Run 1, metal layers overlaid:
Bar = 50 um.
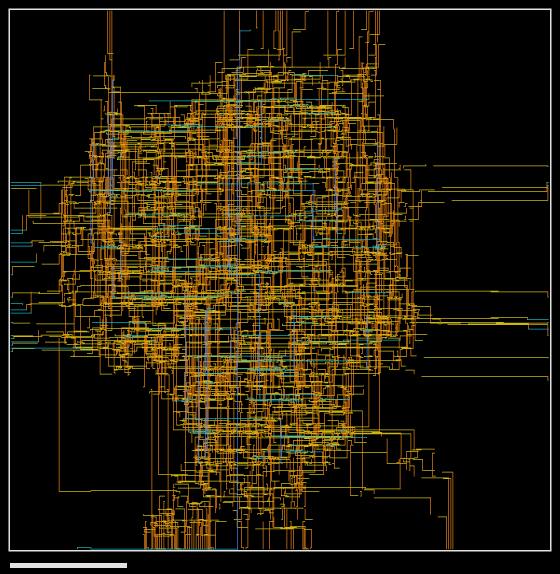
Run 1, supply network:
Pins as bars on the die edge. Tap cells in grey.
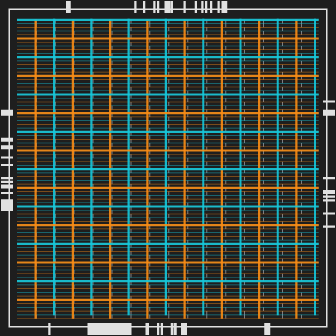
Run 1, routing congestion map:
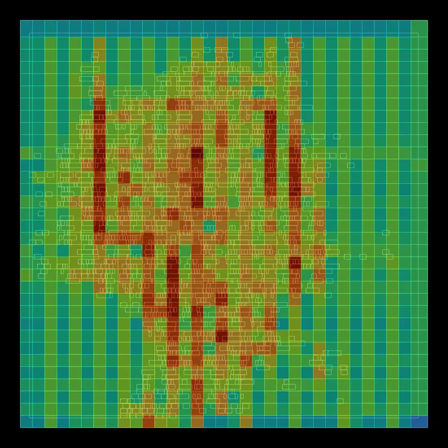
Run 1, cell classes on the final placement:
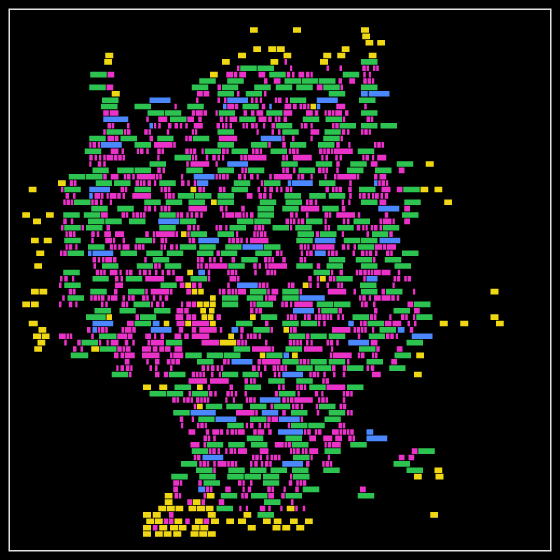
--- src/rtl/apb_slave_regs_if.sv ---
// APB bus bundle between master and completer (apb_slave_regs).
// Define APB_WSTRB_EN to add the pstrb write-strobe lanes.
interface apb_slave_regs_if #(
  parameter int ADDR_WIDTH = 32,
  parameter int DATA_WIDTH = 32
);
  logic [ADDR_WIDTH-1:0]   paddr;
  logic                    psel;
  logic                    penable;
  logic                    pwrite;
  logic [DATA_WIDTH-1:0]   pwdata;
`ifdef APB_WSTRB_EN
  logic [DATA_WIDTH/8-1:0] pstrb;
`endif
  logic                    pready;
  logic [DATA_WIDTH-1:0]   prdata;
  logic                    pslverr;

`ifdef APB_WSTRB_EN
  modport master (output paddr, psel, penable, pwrite, pwdata, pstrb,
                  input  pready, prdata, pslverr);
  modport slave  (input  paddr, psel, penable, pwrite, pwdata, pstrb,
                  output pready, prdata, pslverr);
`else
  modport master (output paddr, psel, penable, pwrite, pwdata,
                  input  pready, prdata, pslverr);
  modport slave  (input  paddr, psel, penable, pwrite, pwdata,
                  output pready, prdata, pslverr);
`endif
endinterface

--- src/rtl/apb_slave_regs.sv ---
// APB completer with a word-addressed register bank (reg 0 = read-only ID),
// fixed wait states and pslverr on decode errors. APB_WSTRB_EN enables byte strobes.
module apb_slave_regs #(
  parameter int                    ADDR_WIDTH  = 32,
  parameter int                    DATA_WIDTH  = 32,
  parameter int                    NUM_REGS    = 8,
  parameter int                    WAIT_CYCLES = 2,
  parameter logic [DATA_WIDTH-1:0] ID_VALUE    = 32'hA9B0_0001
) (
  input logic              clk,
  input logic              rst,
  apb_slave_regs_if.slave  apb
);
  localparam int IDX_W  = $clog2(NUM_REGS);
  localparam int AIDX_W = ADDR_WIDTH - 2;
  localparam int NB     = DATA_WIDTH / 8;

  typedef enum logic {S_IDLE, S_ACCESS} state_t;

  state_t                r_state, w_state_next;
  logic [3:0]            r_cnt, w_cnt_next;
  logic                  r_pready, w_pready_next;
  logic                  r_pslverr, w_pslverr_next;
  logic [DATA_WIDTH-1:0] r_prdata, w_prdata_next;
  logic [IDX_W-1:0]      r_idx;
  logic                  r_write;
  logic                  r_err;
  logic [DATA_WIDTH-1:0] r_wdata;
  logic                  w_capture;
  logic                  w_commit;
  logic [AIDX_W-1:0]     w_live_aidx;
  logic [IDX_W-1:0]      w_live_idx;
  logic                  w_live_err;
  logic [DATA_WIDTH-1:0] w_regs [NUM_REGS];
  logic [DATA_WIDTH-1:0] w_wmask;

  // Decode on the live bus; only meaningful at the SETUP capture.
  assign w_live_aidx = apb.paddr[ADDR_WIDTH-1:2];
  assign w_live_idx  = w_live_aidx[IDX_W-1:0];
  assign w_live_err  = (apb.paddr[1:0] != 2'b00) ||
                       (w_live_aidx >= AIDX_W'(NUM_REGS)) ||
                       (apb.pwrite && (w_live_aidx == '0));

  always_ff @(posedge clk) begin
    if (rst) begin
      r_state   <= S_IDLE;
      r_cnt     <= 4'd0;
      r_pready  <= 1'b0;
      r_pslverr <= 1'b0;
      r_prdata  <= '0;
    end else begin
      r_state   <= w_state_next;
      r_cnt     <= w_cnt_next;
      r_pready  <= w_pready_next;
      r_pslverr <= w_pslverr_next;
      r_prdata  <= w_prdata_next;
    end
  end

  always_comb begin
    w_state_next   = r_state;
    w_cnt_next     = r_cnt;
    w_pready_next  = r_pready;
    w_pslverr_next = r_pslverr;
    w_prdata_next  = r_prdata;
    w_capture      = 1'b0;
    w_commit       = 1'b0;
    case (r_state)
      S_IDLE: begin
        if (apb.psel && !apb.penable) begin
          w_capture    = 1'b1;
          w_cnt_next   = 4'(WAIT_CYCLES);
          w_state_next = S_ACCESS;
          // Zero wait states: respond from the live SETUP values on the same edge.
          if (WAIT_CYCLES == 0) begin
            w_pready_next  = 1'b1;
            w_pslverr_next = w_live_err;
            w_prdata_next  = (!apb.pwrite && !w_live_err) ? w_regs[w_live_idx] : '0;
          end
        end
      end
      S_ACCESS: begin
        if (!apb.psel) begin
          w_state_next   = S_IDLE;
          w_pready_next  = 1'b0;
          w_pslverr_next = 1'b0;
          w_prdata_next  = '0;
        end else if (!r_pready) begin
          w_cnt_next = r_cnt - 4'd1;
          if (r_cnt <= 4'd1) begin
            w_pready_next  = 1'b1;
            w_pslverr_next = r_err;
            w_prdata_next  = (!r_write && !r_err) ? w_regs[r_idx] : '0;
          end
        end else if (apb.penable) begin
          w_commit       = r_write && !r_err;
          w_state_next   = S_IDLE;
          w_pready_next  = 1'b0;
          w_pslverr_next = 1'b0;
          w_prdata_next  = '0;
        end
      end
      default: w_state_next = S_IDLE;
    endcase
  end

  always_ff @(posedge clk) begin
    if (rst) begin
      r_idx   <= '0;
      r_write <= 1'b0;
      r_err   <= 1'b0;
      r_wdata <= '0;
    end else if (w_capture) begin
      r_idx   <= w_live_idx;
      r_write <= apb.pwrite;
      r_err   <= w_live_err;
      r_wdata <= apb.pwdata;
    end
  end

  genvar gi;
`ifdef APB_WSTRB_EN
  logic [NB-1:0] r_strb;
  always_ff @(posedge clk) begin
    if (rst)            r_strb <= '0;
    else if (w_capture) r_strb <= apb.pstrb;
  end
  for (gi = 0; gi < NB; gi++) begin : g_lane
    assign w_wmask[gi*8 +: 8] = {8{r_strb[gi]}};
  end
`else
  assign w_wmask = '1;
`endif

  for (gi = 0; gi < NUM_REGS; gi++) begin : g_reg
    if (gi == 0) begin : g_id
      assign w_regs[gi] = ID_VALUE;
    end else begin : g_rw
      logic [DATA_WIDTH-1:0] r_value;
      always_ff @(posedge clk) begin
        if (rst)
          r_value <= '0;
        else if (w_commit && (r_idx == IDX_W'(gi)))
          r_value <= (r_value & ~w_wmask) | (r_wdata & w_wmask);
      end
      assign w_regs[gi] = r_value;
    end
  end

  assign apb.pready  = r_pready;
  assign apb.pslverr = r_pslverr;
  assign apb.prdata  = r_prdata;
endmodule

--- src/flat_wrapper.sv ---
// flat-port wrapper written by rule: the top's interface ports become plain ports
module apb_slave_regs_flat 
#(
  parameter int                    ADDR_WIDTH  = 32,
  parameter int                    DATA_WIDTH  = 32,
  parameter int                    NUM_REGS    = 8,
  parameter int                    WAIT_CYCLES = 2,
  parameter logic [DATA_WIDTH-1:0] ID_VALUE    = 32'hA9B0_0001
)
  (clk, rst, apb_paddr, apb_psel, apb_penable, apb_pwrite, apb_pwdata, apb_pready, apb_prdata, apb_pslverr);
  apb_slave_regs_if #(.ADDR_WIDTH(ADDR_WIDTH), .DATA_WIDTH(DATA_WIDTH)) apb_i ();
  input logic clk;
  input logic rst;
  input wire logic [$bits(apb_i.paddr)-1:0] apb_paddr;
  input wire logic [$bits(apb_i.psel)-1:0] apb_psel;
  input wire logic [$bits(apb_i.penable)-1:0] apb_penable;
  input wire logic [$bits(apb_i.pwrite)-1:0] apb_pwrite;
  input wire logic [$bits(apb_i.pwdata)-1:0] apb_pwdata;
  output wire logic [$bits(apb_i.pready)-1:0] apb_pready;
  output wire logic [$bits(apb_i.prdata)-1:0] apb_prdata;
  output wire logic [$bits(apb_i.pslverr)-1:0] apb_pslverr;
  assign apb_i.paddr = apb_paddr;
  assign apb_i.psel = apb_psel;
  assign apb_i.penable = apb_penable;
  assign apb_i.pwrite = apb_pwrite;
  assign apb_i.pwdata = apb_pwdata;
  assign apb_pready = apb_i.pready;
  assign apb_prdata = apb_i.prdata;
  assign apb_pslverr = apb_i.pslverr;
  apb_slave_regs #(.ADDR_WIDTH(ADDR_WIDTH), .DATA_WIDTH(DATA_WIDTH), .NUM_REGS(NUM_REGS), .WAIT_CYCLES(WAIT_CYCLES), .ID_VALUE(ID_VALUE)) u_core (.clk(clk), .rst(rst), .apb(apb_i));
endmodule
--- config.mk ---
export PLATFORM = sky130hd
export DESIGN_NAME = apb_slave_regs_flat
export DESIGN_NICKNAME = d
export VERILOG_FILES = /design/src/rtl/apb_slave_regs_if.sv /design/src/rtl/apb_slave_regs.sv /design/src/flat_wrapper.sv
export SDC_FILE = /design/constraint.sdc
export NUM_CORES = 1
export LEC_CHECK = 0
export CAP_MARGIN = 0
export CORE_MARGIN = 5
export CORE_UTILIZATION = 26
export DETAILED_ROUTE_END_ITERATION = 12
export GPL_ROUTABILITY_DRIVEN = 1
export SETUP_SLACK_MARGIN = 0.2
export SLEW_MARGIN = 20
export SYNTH_ARGS = -nofsm -noshare
export SYNTH_HDL_FRONTEND = slang
export SYNTH_SLANG_ARGS = --single-unit
--- constraint.sdc ---
create_clock -name clk -period 4.9 [get_ports clk]
set_clock_uncertainty 0.05 [all_clocks]
set_input_delay 0.735 -clock clk [delete_from_list [all_inputs] [get_ports clk]]
set_output_delay 0.735 -clock clk [all_outputs]
set_load 0.05 [all_outputs]
==> flow_results.xml, run 1 <==
<?xml version="1.0" encoding="UTF-8"?>
<metrics>
  <group name="synthesis">
    <metric name="synth-cells-yosys" unit="">1511</metric>
    <metric name="yosys-stat-area" unit="um2">12600</metric>
    <metric name="share_of_synthesized_cell_area_in_and_or_nand_and_nor_gates" unit="">0.207</metric>
    <metric name="area_leaders" unit="">dfxtp_1 (48%), nand2_1 (16%), a21oi_1 (11%)</metric>
  </group>
  <group name="placed_design">
    <metric name="hpwl" unit="um">22300</metric>
  </group>
  <group name="critical_path">
    <metric name="path_delay_family" unit="">buffers and inverters</metric>
    <metric name="worstPathMaxFanout" unit="">11</metric>
    <metric name="path_buffers" unit="">1</metric>
    <metric name="cp.arrival" unit="ns">2.05</metric>
    <metric name="setup.worst_path.end_class" unit="">output port</metric>
    <metric name="critical_path.cell_chain" unit="">clkdlybuf4s50_1</metric>
    <metric name="launch_instance_of_the_worst_register_to_register_path" unit="">u_core.r_idx[0]</metric>
    <metric name="timing.critical_path.depth" unit="">1</metric>
  </group>
  <group name="grt">
    <metric name="grt_total_ovfl" unit="">0</metric>
    <metric name="grt_pass1_vias" unit="">10400</metric>
  </group>
  <group name="finish">
    <metric name="area.share.combinational" unit="">0.383</metric>
    <metric name="register_ranked_first_by_flip_flop_count" unit="">u_core.g.g_rw.r_value</metric>
    <metric name="layout_top_cells" unit="">nand2_1 (526), dfxtp_1 (297), a21oi_1 (270)</metric>
    <metric name="area_growth_syn_to_layout" unit="%">17.9</metric>
    <metric name="multiInputCombCellCount" unit="">1043</metric>
    <metric name="share_of_final_layout_standard_cells_stronger_than_drive_strength_1" unit="">0.104</metric>
    <metric name="layout.filler_cells" unit="">4966</metric>
  </group>
  <group name="power_and_ir_drop">
    <metric name="power.total" unit="mW">5.23</metric>
    <metric name="power_combinational" unit="mW">0.262</metric>
    <metric name="net_switching_fraction_of_the_power" unit="">0.236</metric>
    <metric name="pg_seq" unit="mW">2.51</metric>
    <metric name="vdd_ir_drop_max" unit="V">0.000244</metric>
  </group>
  <group name="timing">
    <metric name="max_slew.worst_pin.slew" unit="ns">1.08</metric>
    <metric name="timing_max_transition_violations_final" unit="">0</metric>
    <metric name="finalWorstSetupSlack" unit="ns">2.07</metric>
    <metric name="grt_setup_unrepaired" unit="">no</metric>
    <metric name="hold_violations" unit="">0</metric>
  </group>
  <group name="detailed_routing">
    <metric name="drt-initial-drc-count" unit="">766</metric>
  </group>
  <group name="floorplan">
    <metric name="row_count" unit="">80</metric>
  </group>
  <group name="flow_run">
    <metric name="number_of_logged_tool_warnings" unit="">31</metric>
  </group>
  <group name="outcome">
    <metric name="run_status" unit="">finished, final reports clean</metric>
  </group>
  <group name="cts">
    <metric name="cts_buffers" unit="">31</metric>
  </group>
</metrics>
## Picture notes: 'metal layers overlaid'
M4 -> blue  # wire length 992 um
M3 -> cyan  # wire length 1,810 um
M2 -> orange  # wire length 17,800 um
M1 -> yellow  # wire length 15,800 um

## Picture notes: 'supply network'
VSS -> orange
VDD -> cyan
met4 straps = 16
met5 straps = 16
tap cells = 615

## Picture notes: 'routing congestion map'
global routing usage on met1: 0.172
fraction of the core area covered by cells at the end of the flow: 0.311
met2 usage: 0.230

## Picture notes: 'cell classes on the final placement'
remaining buffers and delay cells -> yellow  # cells 132
remaining logic cells -> magenta  # cells 1,056
registers -> green  # cells 300
clock drivers and dummy loads -> blue  # cells 57

Run 1, clock distribution:
Bar = 50 um.
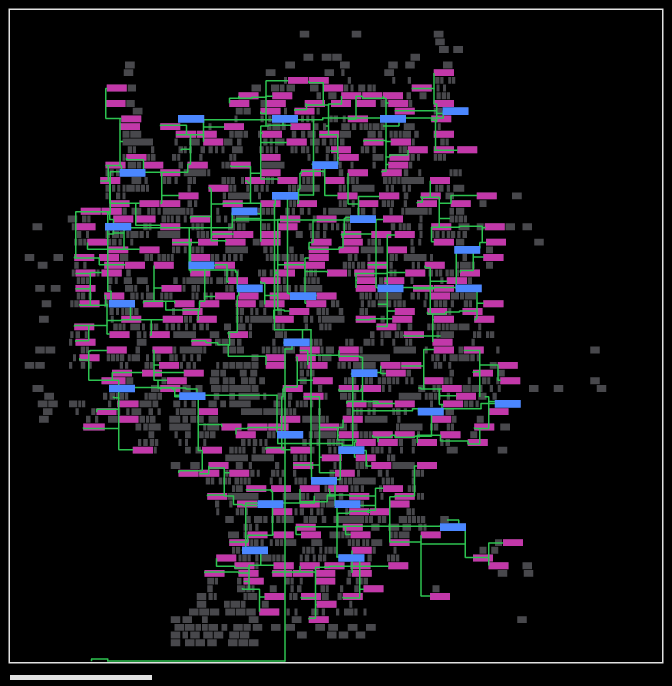

==> run 1 -> run 2 <==
Clock period 4.9 ns to 2.5 ns, I/O delays scaled along.
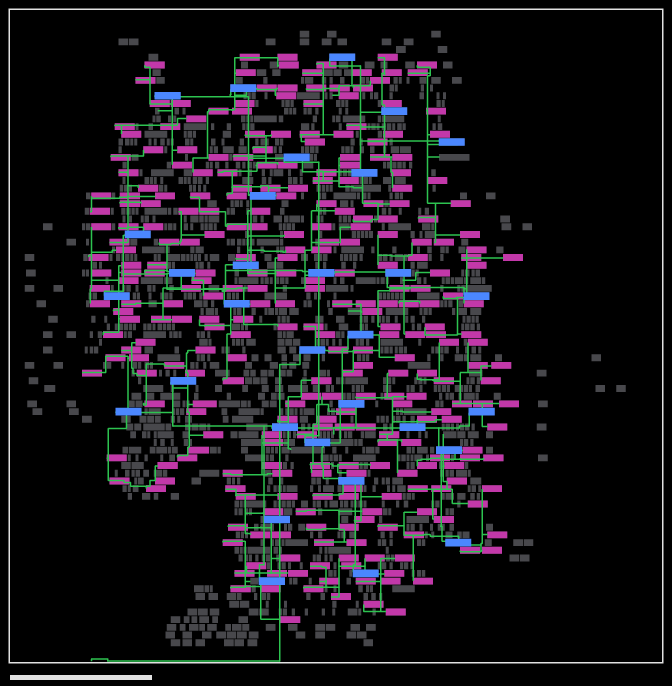
Run 2: clock distribution
Bar = 50 um.
clock wires -> green  # length 3,760 um
clock-net drivers -> blue  # count 31
flip-flops -> magenta  # count 300
routed clock nets = 32

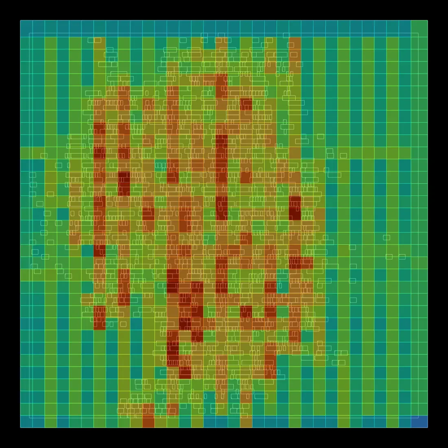
Run 2: routing congestion map
fraction of the core area covered by cells at the end of the flow: 0.316
met2 usage: 0.247

==> run 2 against run 1 <==
Critical path depth did not move. Hold slack got worse by 0.089 ns. Global-route usage is 0.60 points higher. Total power up 96%. Cell area up 1.6%. Sequential power up 95%. Cell count rose by 0.93%. Worst setup slack worse by 1.8 ns. Sequential share of layout area decreased by 0.63 points. Wire length is 3.6% higher. Non-clock buffer count increased by 20. Critical path type unchanged.
==> flow_results.xml, run 2 <==
<?xml version="1.0" encoding="UTF-8"?>
<metrics>
  <group name="outcome">
    <metric name="run_status" unit="">finished, final reports clean</metric>
  </group>
  <group name="synthesis">
    <metric name="synth-cells-yosys" unit="">1511</metric>
    <metric name="area_leaders" unit="">dfxtp_1 (48%), nand2_1 (16%), a21oi_1 (11%)</metric>
    <metric name="share_of_synthesized_cell_area_in_and_or_nand_and_nor_gates" unit="">0.207</metric>
    <metric name="netlist_logic_family_top" unit="">simple AND/OR/NAND/NOR gates</metric>
    <metric name="and_or_or_and_share_of_the_synthesized_area" unit="">0.155</metric>
    <metric name="enable_flop_cells" unit="">0</metric>
    <metric name="yosys-stat-area" unit="um2">12600</metric>
    <metric name="synth_cell_types" unit="">38</metric>
  </group>
  <group name="critical_path">
    <metric name="cp.arrival" unit="ns">1.78</metric>
    <metric name="launch_instance_of_the_worst_register_to_register_path" unit="">u_core.r_idx[0]</metric>
    <metric name="path_buffers" unit="">1</metric>
    <metric name="path_delay_family" unit="">buffers and inverters</metric>
    <metric name="worst_setup_start_kind" unit="">flip-flop</metric>
    <metric name="worstPathMaxFanout" unit="">2</metric>
    <metric name="critical_path.cell_chain" unit="">clkdlybuf4s50_1</metric>
    <metric name="worst_setup_path_startpoint" unit="">u_core.apb.prdata[27]</metric>
    <metric name="setup.worst_path.end_class" unit="">output port</metric>
    <metric name="timing.critical_path.depth" unit="">1</metric>
  </group>
  <group name="finish">
    <metric name="seq_area_frac" unit="">0.398</metric>
    <metric name="layout_top_cells" unit="">nand2_1 (526), dfxtp_1 (297), a21oi_1 (270)</metric>
    <metric name="multiInputCombCellCount" unit="">1043</metric>
    <metric name="area.share.combinational" unit="">0.377</metric>
    <metric name="area_growth_syn_to_layout" unit="%">19.8</metric>
    <metric name="layout.filler_cells" unit="">4942</metric>
    <metric name="register_ranked_first_by_flip_flop_count" unit="">u_core.g.g_rw.r_value</metric>
    <metric name="share_of_final_layout_standard_cells_stronger_than_drive_strength_1" unit="">0.107</metric>
  </group>
  <group name="grt">
    <metric name="grt_total_ovfl" unit="">0</metric>
    <metric name="grt_pass1_vias" unit="">10800</metric>
    <metric name="grt.met1_usage" unit="">0.175</metric>
  </group>
  <group name="power_and_ir_drop">
    <metric name="power-per-cell-area" unit="nW/um2">679</metric>
    <metric name="power.total" unit="mW">10.3</metric>
    <metric name="vdd_ir_drop_max" unit="V">0.000513</metric>
    <metric name="power_combinational" unit="mW">0.555</metric>
    <metric name="pg_seq" unit="mW">4.90</metric>
    <metric name="power_report.internal_total" unit="mW">7.93</metric>
    <metric name="pwr_top" unit="">sequential cells</metric>
    <metric name="net_switching_fraction_of_the_power" unit="">0.227</metric>
  </group>
  <group name="detailed_routing">
    <metric name="drt-wirelength-per-cell" unit="um">17.3</metric>
    <metric name="detailroute.via_count" unit="">10600</metric>
    <metric name="drt-initial-drc-count" unit="">901</metric>
  </group>
  <group name="timing">
    <metric name="timing_max_transition_violations_final" unit="">0</metric>
    <metric name="setup_viol_count_final" unit="">0</metric>
    <metric name="finalWorstSetupSlack" unit="ns">0.291</metric>
    <metric name="grt_setup_unrepaired" unit="">no</metric>
    <metric name="hold_violations" unit="">0</metric>
    <metric name="maxSlewHeadroom" unit="">0.505</metric>
    <metric name="max_slew.worst_pin.slew" unit="ns">0.742</metric>
  </group>
  <group name="flow_run">
    <metric name="number_of_logged_tool_warnings" unit="">31</metric>
  </group>
  <group name="min_path">
    <metric name="hold_end" unit="">u_core.r_wdata[25]</metric>
  </group>
  <group name="cts">
    <metric name="cts_buffers" unit="">31</metric>
    <metric name="clock_tree.buffer_depth" unit="">3</metric>
  </group>
  <group name="placed_design">
    <metric name="hpwl" unit="um">23200</metric>
    <metric name="cell_area_after_placement" unit="um2">14000</metric>
  </group>
  <group name="floorplan">
    <metric name="floorplan.die_area" unit="um2">53000</metric>
  </group>
</metrics>
Power and IR drop assume default switching activity.
